### src/rtl/ecc_scrub_ctrl.sv
// Background scrubber: walks an address range, reads each codeword through the
// external SEC-DED decoder, writes back corrected single-bit errors and logs doubles.
module ecc_scrub_ctrl #(
  parameter int ADDR_W = 10,
  parameter int CNT_W  = 16
) (
  input  logic              CLK,
  input  logic              RST_N,
  input  logic              START,
  input  logic              ABORT,
  input  logic [ADDR_W-1:0] START_ADDR,
  input  logic [ADDR_W-1:0] END_ADDR,
  output logic              MEM_REQ,
  output logic              MEM_WE,
  output logic [ADDR_W-1:0] MEM_ADDR,
  output logic [38:0]       MEM_WDATA,
  input  logic [38:0]       MEM_RDATA,
  input  logic              MEM_ACK,
  output logic [38:0]       DEC_IN,
  input  logic [38:0]       DEC_OUT,
  input  logic              DEC_SGL,
  input  logic              DEC_DBL,
  output logic              BUSY,
  output logic              DONE,
  output logic              ABORTED,
  output logic [CNT_W-1:0]  SGL_CNT,
  output logic [CNT_W-1:0]  DBL_CNT,
  output logic              DBL_SEEN,
  output logic [ADDR_W-1:0] DBL_ADDR
);

  typedef enum logic [2:0] {S_IDLE, S_RD, S_CHK, S_WB, S_NEXT, S_FIN} state_t;

  state_t              state_q, state_d;
  logic [ADDR_W-1:0]   addr_q, addr_d;
  logic [ADDR_W-1:0]   end_q, end_d;
  logic [38:0]         word_q, word_d;
  logic [38:0]         wr_q, wr_d;
  logic [CNT_W-1:0]    sgl_cnt_q, sgl_cnt_d;
  logic [CNT_W-1:0]    dbl_cnt_q, dbl_cnt_d;
  logic                dbl_seen_q, dbl_seen_d;
  logic [ADDR_W-1:0]   dbl_addr_q, dbl_addr_d;
  logic                aborted_q, aborted_d;

  always_ff @(posedge CLK) begin
    if (!RST_N) begin
      state_q    <= S_IDLE;
      addr_q     <= '0;
      end_q      <= '0;
      word_q     <= '0;
      wr_q       <= '0;
      sgl_cnt_q  <= '0;
      dbl_cnt_q  <= '0;
      dbl_seen_q <= 1'b0;
      dbl_addr_q <= '0;
      aborted_q  <= 1'b0;
    end else begin
      state_q    <= state_d;
      addr_q     <= addr_d;
      end_q      <= end_d;
      word_q     <= word_d;
      wr_q       <= wr_d;
      sgl_cnt_q  <= sgl_cnt_d;
      dbl_cnt_q  <= dbl_cnt_d;
      dbl_seen_q <= dbl_seen_d;
      dbl_addr_q <= dbl_addr_d;
      aborted_q  <= aborted_d;
    end
  end

  // A word flagged both single and double is handled as uncorrectable.
  always_comb begin
    state_d = state_q;
    case (state_q)
      S_IDLE:  if (START) state_d = S_RD;
      S_RD:    if (MEM_ACK) state_d = S_CHK;
      S_CHK:   state_d = (DEC_SGL && !DEC_DBL) ? S_WB : S_NEXT;
      S_WB:    if (MEM_ACK) state_d = S_NEXT;
      S_NEXT:  state_d = (ABORT || addr_q == end_q) ? S_FIN : S_RD;
      S_FIN:   state_d = S_IDLE;
      default: state_d = S_IDLE;
    endcase
  end

  always_comb begin
    addr_d     = addr_q;
    end_d      = end_q;
    word_d     = word_q;
    wr_d       = wr_q;
    sgl_cnt_d  = sgl_cnt_q;
    dbl_cnt_d  = dbl_cnt_q;
    dbl_seen_d = dbl_seen_q;
    dbl_addr_d = dbl_addr_q;
    aborted_d  = aborted_q;
    case (state_q)
      S_IDLE: begin
        if (START) begin
          addr_d     = START_ADDR;
          end_d      = END_ADDR;
          sgl_cnt_d  = '0;
          dbl_cnt_d  = '0;
          dbl_seen_d = 1'b0;
          dbl_addr_d = '0;
          aborted_d  = 1'b0;
        end
      end
      S_RD: if (MEM_ACK) word_d = MEM_RDATA;
      S_CHK: begin
        if (DEC_DBL) begin
          if (dbl_cnt_q != '1) dbl_cnt_d = dbl_cnt_q + CNT_W'(1);
          if (!dbl_seen_q) begin
            dbl_seen_d = 1'b1;
            dbl_addr_d = addr_q;
          end
        end else if (DEC_SGL) begin
          wr_d = DEC_OUT;
          if (sgl_cnt_q != '1) sgl_cnt_d = sgl_cnt_q + CNT_W'(1);
        end
      end
      S_NEXT: begin
        if (ABORT) aborted_d = 1'b1;
        else if (addr_q != end_q) addr_d = addr_q + ADDR_W'(1);
      end
      default: ;
    endcase
  end

  // Handshake outputs decode from the state register only.
  always_comb begin
    MEM_REQ = (state_q == S_RD) || (state_q == S_WB);
    MEM_WE  = (state_q == S_WB);
    BUSY    = (state_q != S_IDLE);
    DONE    = (state_q == S_FIN);
  end

  assign MEM_ADDR  = addr_q;
  assign MEM_WDATA = wr_q;
  assign DEC_IN    = word_q;
  assign ABORTED   = aborted_q;
  assign SGL_CNT   = sgl_cnt_q;
  assign DBL_CNT   = dbl_cnt_q;
  assign DBL_SEEN  = dbl_seen_q;
  assign DBL_ADDR  = dbl_addr_q;

endmodule

### config.mk
export PLATFORM = sky130hd
export DESIGN_NAME = ecc_scrub_ctrl
export DESIGN_NICKNAME = d
export VERILOG_FILES = /design/src/rtl/ecc_scrub_ctrl.sv
export SDC_FILE = /design/constraint.sdc
export NUM_CORES = 1
export LEC_CHECK = 0
export ABC_AREA = 0
export CAP_MARGIN = 20
export CORE_MARGIN = 1
export CORE_UTILIZATION = 43
export DETAILED_ROUTE_END_ITERATION = 12
export PLACE_DENSITY = 0.85
export SETUP_SLACK_MARGIN = 0.2
export SYNTH_ARGS = -nofsm -noshare
export SYNTH_HDL_FRONTEND = slang
export SYNTH_SLANG_ARGS = --single-unit
### constraint.sdc
create_clock -name CLK -period 2.9 [get_ports CLK]
set_input_delay 0.87 -clock CLK [delete_from_list [all_inputs] [get_ports CLK]]
set_output_delay 0.87 -clock CLK [all_outputs]
set_load 0.05 [all_outputs]
run_1/cell_density.png
(3 px per um) 12 x 12 tiles, from black (low) to pale yellow (high), 0 to 100% covered.
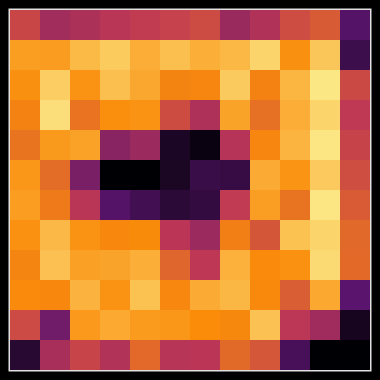
nearly empty tiles: 2.8%
tiles over 75% full: 42%
mean over tiles: 62%
fullest tile: 95%
emptiest ninth of the die: middle

run_1/flops_by_reg.png
(3 px per um) Other sequential cells in the stronger gray, the rest of the logic in the fainter gray.
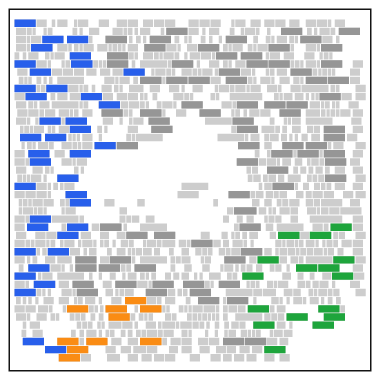
legend:
  green:
    signal: DBL_CNT
    flops: 16
    where: bottom right
  orange:
    signal: DBL_ADDR
    flops: 10
    where: bottom left
  blue:
    signal: DEC_IN
    flops: 39
    where: a vertical strip on the left
not colored: 80

run_1/sizes.png
(4 px per um)
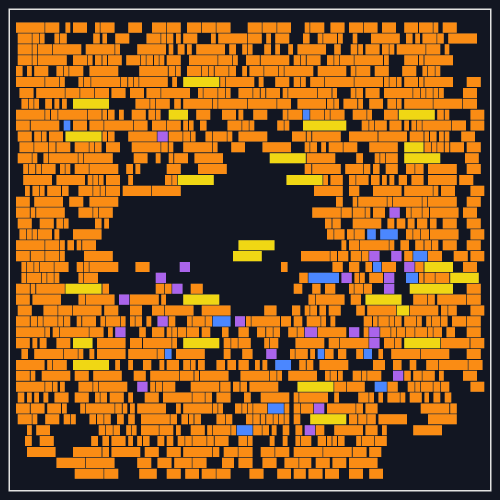
legend:
  purple:
    size: _3 and _4 cells
    cells: 24
    share: 2.4%
    most_used: buf_4
  blue:
    size: _2 cells
    cells: 16
    share: 1.6%
    most_used: clkinv_2
  orange:
    size: _0 and _1 cells
    cells: 935
    share: 93%
    most_used: clkdlybuf4s50_1
  yellow:
    size: _6 and larger
    cells: 26
    share: 2.6%
    most_used: clkbuf_16

==> results.txt, run 1 <==
Figures from the flow reports.

Status:
- The run finished with clean final reports.

Setup path:
- The cell family contributing the most delay on the critical path is buffers and inverters.
- The run gives the delay of the slowest cell on the worst path as between 0.8 and 0.9 ns.
- The run gives the worst path required time as 2.03 ns.
- The run gives the number of cells on the worst reg-to-reg path as 5.
- The run puts the maximum fanout along the worst path at 6.
- The STA report counts the stages on the worst setup path as 1.
- The capture point of the worst register-to-register path is recorded as DBL_CNT[11]$_SDFFE_PN0P_.

Routing:
- Detailed routing placed a total of 8530 um of wire on met2.
- Signal routing reaches up to met4.
- The run gives the final routed wire length divided by cell count as around 15 um.
- Per the detailed-route log, wirelength across all metal layers totals around 18000 um.
- The run gives the DRC violation count after routing as 0.
- After detailed routing, the number of vias per cell comes to 5.24.
- The run gives the first-pass iteration count of the detailed router as 5.

Final timing:
- The final timing report lists clock skew as 0.00613 ns.
- The run puts the number of max-slew violations in the final report at 0.
- The run gives the smallest setup slack after layout as about 0.28 ns.
- The run gives the transition at the pin with the smallest max-transition slack as 0.793 ns.
- The final timing summary puts the cycle share of the worst path at 0.905.
- Setup repair after global routing left no endpoint under its margin.

Run:
- The run gives the warning total across the stage logs as 26.

Synthesis:
- Counting flops with an async set or reset pin after synthesis yields a share of 0.
- After synthesis, the mean cell area works out to slightly below 8 um^2.
- The synthesized netlist was found by Yosys to have between 700 and 800 cells.
- The run puts the number of warnings printed during yosys synthesis at 0.
- Counting instances in the post-synthesis netlist gives the leading cell types as nand2_1 (207), dfxtp_1 (145), a21oi_1 (128).
- The run puts the area figure in the yosys stat output at 5990 um^2.
- The run puts the sequential fraction of the synthesis area at 0.485.
- The area fraction of the largest cell type after synthesis is 0.485.

Cells and area:
- The layout report lists the non-clock buffer share of cell area as 0.282.
- After the flow finishes, the layout carries non-filler instances totaling between 1k and 1.5k.
- For this run, the share of the core covered by cells in the final layout is 0.685.
- The run puts the footprint of the multi-input gates at between 2000 and 3000 um^2.
- The run gives the register share of the cell area as 0.316.
- The run puts the footprint of the flip-flops and latches at ~2900 um^2.
- The run puts the final layout net count at about 1.1k.
- The run puts the number of ordinary inverters in the final layout at 6.
- The run gives the multi-input combinational cell count as approximately 560.
- Multi-input logic gates represent a cell area share of 0.312.
- Fill cells in the final layout number approximately 1.1k.

Clock network:
- The run gives the level count of the clock H-tree as 4.
- The run gives the maximum clock insertion buffer count as 2.
- TritonCTS built the clock tree.
- In this run the clock root is driven by a clkbuf_16.

Power and ir drop:
- The run gives the biggest power consumer among the groups as clock.
- The run gives the switching portion of total power as 0.260.
- The run puts the sequential-cell power consumption at about 2100 uW.
- The run puts the clock group total power at 2140 uW.
- The internal portion of the total power is 3680 uW.
- The script extracted a total leakage power of 0.00316 uW.
- The run gives the worst-case vdd ir drop as around 0.00047 V.
- The run puts the total power per unit cell area at about 540 nW/um^2.
- The run gives the power share of the sequential group as 0.426.

GRT:
- The initial antenna violation count was 0.
- The first global-routing pass estimated roughly 28000 um of wire.
- The run gives the most utilized layer in the global route result as met2.
- The run puts the met3 usage at 0.0827.
- The run puts the global-route total usage across every layer at 0.248.

Place:
- The run puts the placed cell count at 1147.
- The run puts the post-detailed-placement cell area at between 8000 and 9000 um^2.

Hold path:
- The run gives the worst hold path stage count as 2.

Floorplan:
- The run gives the number of top-level design ports as between 200 and 250.
- Per the OpenROAD floorplan log, the height of the die is 120 um.
- The run gives the number of rows created at floorplan as about 42.
==> run 2: changes to the inputs <==
- RECOVER_POWER: default -> 100
run_2/sizes.png
(4 px per um)
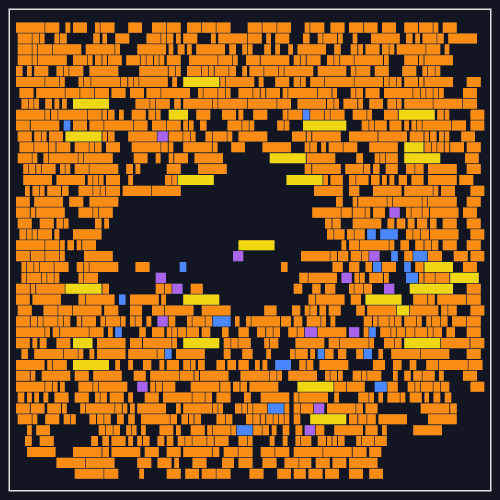
legend:
  purple:
    size: _3 and _4 cells
    cells: 14
    share: 1.4%
    most_used: buf_4
  orange:
    size: _0 and _1 cells
    cells: 941
    share: 94%
    most_used: nand2_1
  yellow:
    size: _6 and larger
    cells: 25
    share: 2.5%
    most_used: clkbuf_16
  blue:
    size: _2 cells
    cells: 21
    share: 2.1%
    most_used: clkbuf_2
area delta synth->final: 52.0%
design area: 9100 um^2

==> run 2 against run 1 <==
  * Combinational power is 4.0% lower
  * Worst setup slack worse by 0.065 ns
  * Routed wire length is 0.51% lower
  * First-iteration DRC count is 6.6% lower
  * Maximum frequency is 2.4% lower
  * Synthesized area stayed put
  * Die area stayed put
  * Critical path depth stayed put
  * Largest cell class unchanged
  * Highest routed layer unchanged
==> results.txt, run 2 <==
Figures from the flow reports.

Routing:
- The run gives the first-pass iteration count of the detailed router as 5 (unchanged).
- The run puts the routed length on met2 at 8470 um (-0.64%).
- The run puts the DRC violation count after routing at 0 (unchanged).
- The final routed wire length divided by cell count was 15.0 um (-0.51%).
- The run puts the per-cell via count in the routed design at 5.22 (-0.21%).
- The run gives the top layer reached by signal wires as met4.

Cells and area:
- The run gives the multi-input combinational cell count as 560 (unchanged).
- The run puts the number of standard cells in the layout, taps in and fillers out at 1177 (unchanged).
- The number of ordinary inverters in the final layout was 6 (unchanged).
- The run puts the combinational share of cell area at 0.315 (+0.00253).
- The run puts the final-layout fill cell count at 1082 (+1.9%).
- The fraction of area in non-clock buffers was 0.276 (-0.00569).
- The run gives the footprint of the multi-input gates as 2870 um^2 (unchanged).
- The run puts the footprint of the flip-flops and latches at 2900 um^2 (about the same).

GRT:
- The run gives the most utilized layer in the global route result as met2.
- The run gives the global-route wire length before repair as 28300 um (unchanged).
- The run gives the initial antenna violation count as 0 (unchanged).
- The run puts the met3 usage at 0.0827 (unchanged).
- The run puts the global-route total usage across every layer at 0.248 (unchanged).

Status:
- The flow ran to the end, and the final reports show no timing, DRC or antenna violations.

Power and ir drop:
- The run gives the total power per unit cell area as 544 nW/um^2 (+0.22%).
- The clock group total power was 2140 uW (about the same).
- The run gives the switching portion of total power as 0.262 (+0.00142).
- The run gives the biggest power consumer among the groups as clock.
- The run puts the internal power component at 3650 uW (-0.77%).
- The run gives the leakage power summed over all cells as 0.00351 uW (+11%).

Clock network:
- The level count of the clock H-tree came to 4 (unchanged).
- The run gives the root buffer cell as clkbuf_16.
- The maximum clock insertion buffer count came to 2 (unchanged).
- TritonCTS built the clock tree.

Setup path:
- The run gives the maximum fanout along the worst path as 6 (unchanged).
- The run puts the worst path required time at 2.03 ns (about the same).
- The run puts the total number of cells along the worst setup path at 1 (unchanged).
- The delay of the slowest cell on the worst path is 0.92 ns (+0.06 ns).
- The capture point of the worst register-to-register path is recorded as MEM_ADDR[6]$_SDFFE_PN0P_.
- The run gives the number of cells on the worst reg-to-reg path as 6 (+1).
- Among cell families on the critical path, the largest total delay comes from buffers and inverters.

Final timing:
- The run gives the worst clock skew on the final layout as 0.00798 ns (+0.00185 ns).
- The run puts the number of max-slew violations in the final report at 0 (unchanged).
- The transition at the pin with the smallest max-transition slack is 0.782 ns (-0.0113 ns).
- Setup repair after global routing left no endpoint under its margin.

Hold path:
- The run gives the worst hold path stage count as 2 (unchanged).

Place:
- The run gives the post-detailed-placement cell area as 8590 um^2 (unchanged).
- The run puts the placed cell count at 1147 (unchanged).

Synthesis:
- The area figure in the yosys stat output is 5990 um^2 (unchanged).
- The commonest cells after synthesis are nand2_1 (207), dfxtp_1 (145), a21oi_1 (128).
- The run puts the top-area cell type share of the netlist area at 0.485 (unchanged).
- The run gives the sequential fraction of the synthesis area as 0.485 (unchanged).
- The number of warnings printed during yosys synthesis came to 0 (unchanged).
- The run gives the fraction of registers with async set/reset as 0 (unchanged).

Run:
- The run gives the warning total across the stage logs as 26 (unchanged).

Floorplan:
- The number of rows created at floorplan is 42 (unchanged).
- The run puts the number of top-level design ports at 241 (unchanged).
run_2/layer_met2.png
(3 px per um)
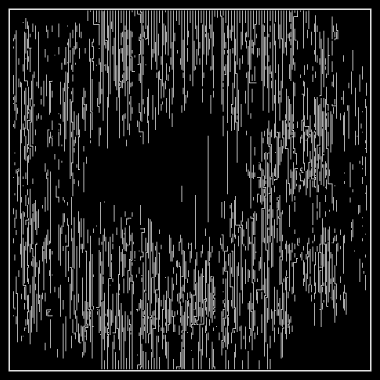
main direction: vertical
nets with wire on the layer: 905
wire length on this layer: 8470 um
share of all routed wire: 48%
longest straight run: 36.5 um
sum of routed wire length over all layers: 17700 um
total number of vias: 6149
Global Route met2 Usage: 0.405

==> run 3: changes to the inputs <==
- CAP_MARGIN: 20 -> default
run_3/flops_by_reg.png
(3 px per um) Other sequential cells in the stronger gray, the rest of the logic in the fainter gray.
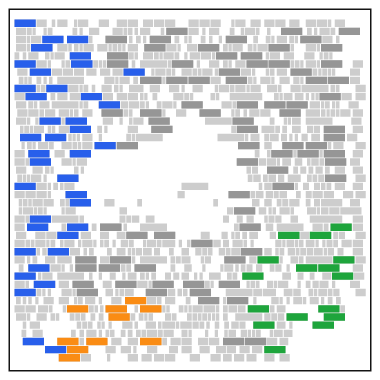
legend:
  orange:
    signal: DBL_ADDR
    flops: 10
    where: bottom left
  blue:
    signal: DEC_IN
    flops: 39
    where: a vertical strip on the left
  green:
    signal: DBL_CNT
    flops: 16
    where: bottom right
Finished Core Util: 0.679
sequential power: 2120 uW
flop share of the area: 0.319
Reg area: 2900 um^2

==> run 3 against run 2 <==
  * Sequential cell count unchanged
  * Combinational power barely moved
  * Final cell count did not move
  * First-iteration DRC count unchanged
==> results.txt, run 3 <==
Figures from the flow reports.

Final timing:
- The run puts the smallest setup slack after layout at 0.212 ns.
- The number of max-slew violations in the final report came to 0 (unchanged).
- Setup repair after global routing left no endpoint under its margin.
- The run puts the transition at the pin with the smallest max-transition slack at 0.782 ns (unchanged).
- The worst clock skew on the final layout was 0.00798 ns (unchanged).
- The run puts the part of the cycle the worst path needs at 0.927.

Status:
- The flow ran to the end, and the final reports show no timing, DRC or antenna violations.

Cells and area:
- The final design area excluding fillers came to 9100 um^2 (unchanged).
- The run puts the number of ordinary inverters in the final layout at 6 (unchanged).
- The run puts the clock distribution area overhead in the final layout at 0.0635.
- The run puts the combinational share of cell area at 0.315 (unchanged).
- The final-layout fill cell count is 1082 (unchanged).
- The most common logic cell in the final layout is nand2_1.
- The run puts the area added between synthesis and finish at 52.0% (unchanged).
- The run puts the number of flip-flops and latches at roughly 150.
- The run puts the fraction of area in non-clock buffers at 0.276 (unchanged).
- The run puts the final antenna diode count at 0.
- The run gives the footprint of the multi-input gates as 2870 um^2 (unchanged).
- Per the cell usage report, the commonest logic cells after layout are nand2_1 (207), dfxtp_1 (145), a21oi_1 (128), dlygate4sd3_1 (128), clkdlybuf4s50_1 (102).
- The run puts the multi-input combinational cell count at 560 (unchanged).
- The run gives the number of standard cells in the layout, taps in and fillers out as 1177 (unchanged).
- Clock buffers in the final layout number 21.

Setup path:
- The number of cells on the worst reg-to-reg path came to 6 (unchanged).
- The run puts the worst path required time at 2.03 ns (about the same).
- In this design, the largest share of critical-path delay is due to buffers and inverters.
- The run gives the kind of capture point of the worst setup path as a primary output.
- The signal on the critical path passes through dlygate4sd3_1.
- The capture point of the worst register-to-register path is recorded as MEM_ADDR[6]$_SDFFE_PN0P_.
- The run puts the worst-case register-to-register setup slack at ~0.50 ns.
- The delay of the slowest cell on the worst path came to 0.92 ns (about the same).
- The run gives the total number of cells along the worst setup path as 1 (unchanged).
- The run puts the maximum fanout along the worst path at 6 (unchanged).

Power and ir drop:
- The run gives the clock group total power as 2140 uW (about the same).
- The leakage power summed over all cells came to 0.00351 uW (unchanged).
- The run puts the switching portion of total power at 0.262 (unchanged).
- The run gives the total power per unit cell area as 544 nW/um^2 (unchanged).
- The run gives the internal power component as 3650 uW (unchanged).
- Of all power groups, the one with the highest power is clock.
- The run puts the power share of the sequential group at 0.428.
- The run puts the total chip power at 4950 uW.

Synthesis:
- After synthesis, the share of cell area in mux cells is 0.00501.
- The run puts the fraction of registers with async set/reset at 0 (unchanged).
- The run gives the average instance area after synthesis as about 8 um^2.
- The run gives the sequential fraction of the synthesis area as 0.485 (unchanged).
- The run gives the top cell type by instance count after synthesis as nand2_1.
- Ranked by instance count, the synthesized netlist is headed by nand2_1 (207), dfxtp_1 (145), a21oi_1 (128).
- The run puts the area figure in the yosys stat output at 5990 um^2 (unchanged).
- The cell type that accounts for the most area after synthesis is dfxtp_1.
- The run gives the top-area cell type share of the netlist area as 0.485 (unchanged).
- The run puts the number of warnings printed during yosys synthesis at 0 (unchanged).
- Grouping non-sequential cells by family puts the most area in simple AND/OR/NAND/NOR gates.
- The run puts the post-synthesis cell type count at a little under 50.
- The run gives the gate count after technology mapping as approximately 760.
- The run puts the number of flops mapped to enable cells by yosys at 0.

Routing:
- The run gives the routed length on met2 as 8470 um (unchanged).
- The run puts the final routed wire length divided by cell count at 15.0 um (unchanged).
- Nets still carrying antenna violations after routing amount to 0.
- The run puts the per-cell via count in the routed design at 5.22 (unchanged).
- The run puts the aggregate routed wire length at 17700 um (unchanged).
- The run puts the first-pass iteration count of the detailed router at 5 (unchanged).
- The run puts the DRC violation count after routing at 0 (unchanged).
- Signal nets in the final route climb as high as met4.
- After the first detailed-routing iteration, the DRC count stood at 442.
- The routed via count is 6149 (unchanged).

GRT:
- The run gives the initial antenna violation count as 0 (unchanged).
- The met3 usage is 0.0827 (unchanged).
- The run gives the global routing usage on met2 as 0.405 (unchanged).
- The global-route wire length before repair came to 28300 um (unchanged).
- The run gives the global-route total usage across every layer as 0.248 (unchanged).
- Looking at the global route congestion table, the highest-usage layer is met2.

Clock network:
- The run gives the clock latency reported for the late side of the worst-skew pair as roughly 0.42 ns.
- The level count of the clock H-tree came to 4 (unchanged).
- The run gives the maximum clock insertion buffer count as 2 (unchanged).
- The run puts the number of gates given a new drive strength after cts at 3.
- Per the CTS log, the root buffer master is clkbuf_16.
- TritonCTS built the clock tree.
- The run gives the clock transition time at the flip-flop clock pins of the worst setup and hold paths as roughly 0.060 ns.

Floorplan:
- The number of top-level design ports is 241 (unchanged).
- The run gives the number of rows created at floorplan as 42 (unchanged).
- According to the floorplan report, the total die area is approximately 14000 um^2.

Place:
- The placed cell count was 1147 (unchanged).
- The run gives the final weighted congestion in routability-driven placement as approximately 0.83.
- The run gives the post-detailed-placement cell area as 8590 um^2 (unchanged).
- During placement, the flow inserted port buffers numbering about 240.

Hold path:
- The worst hold path terminates at DEC_IN[21]$_SDFFE_PN0P_.
- The run puts the worst hold path stage count at 2 (unchanged).

Run:
- The warning total across the stage logs was 26 (unchanged).
run_3/cell_density.png
(3 px per um) 12 x 12 tiles, from black (low) to pale yellow (high), 0 to 100% covered.
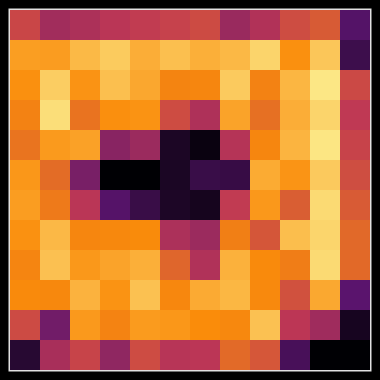
nearly empty tiles: 2.8%
emptiest ninth of the die: middle
mean over tiles: 62%
fullest tile: 95%
tiles over 75% full: 40%
area of the core: 13400 um^2
core utilization before placement: 0.447

No activity file was given, so power comes from the tool's default toggle rates.
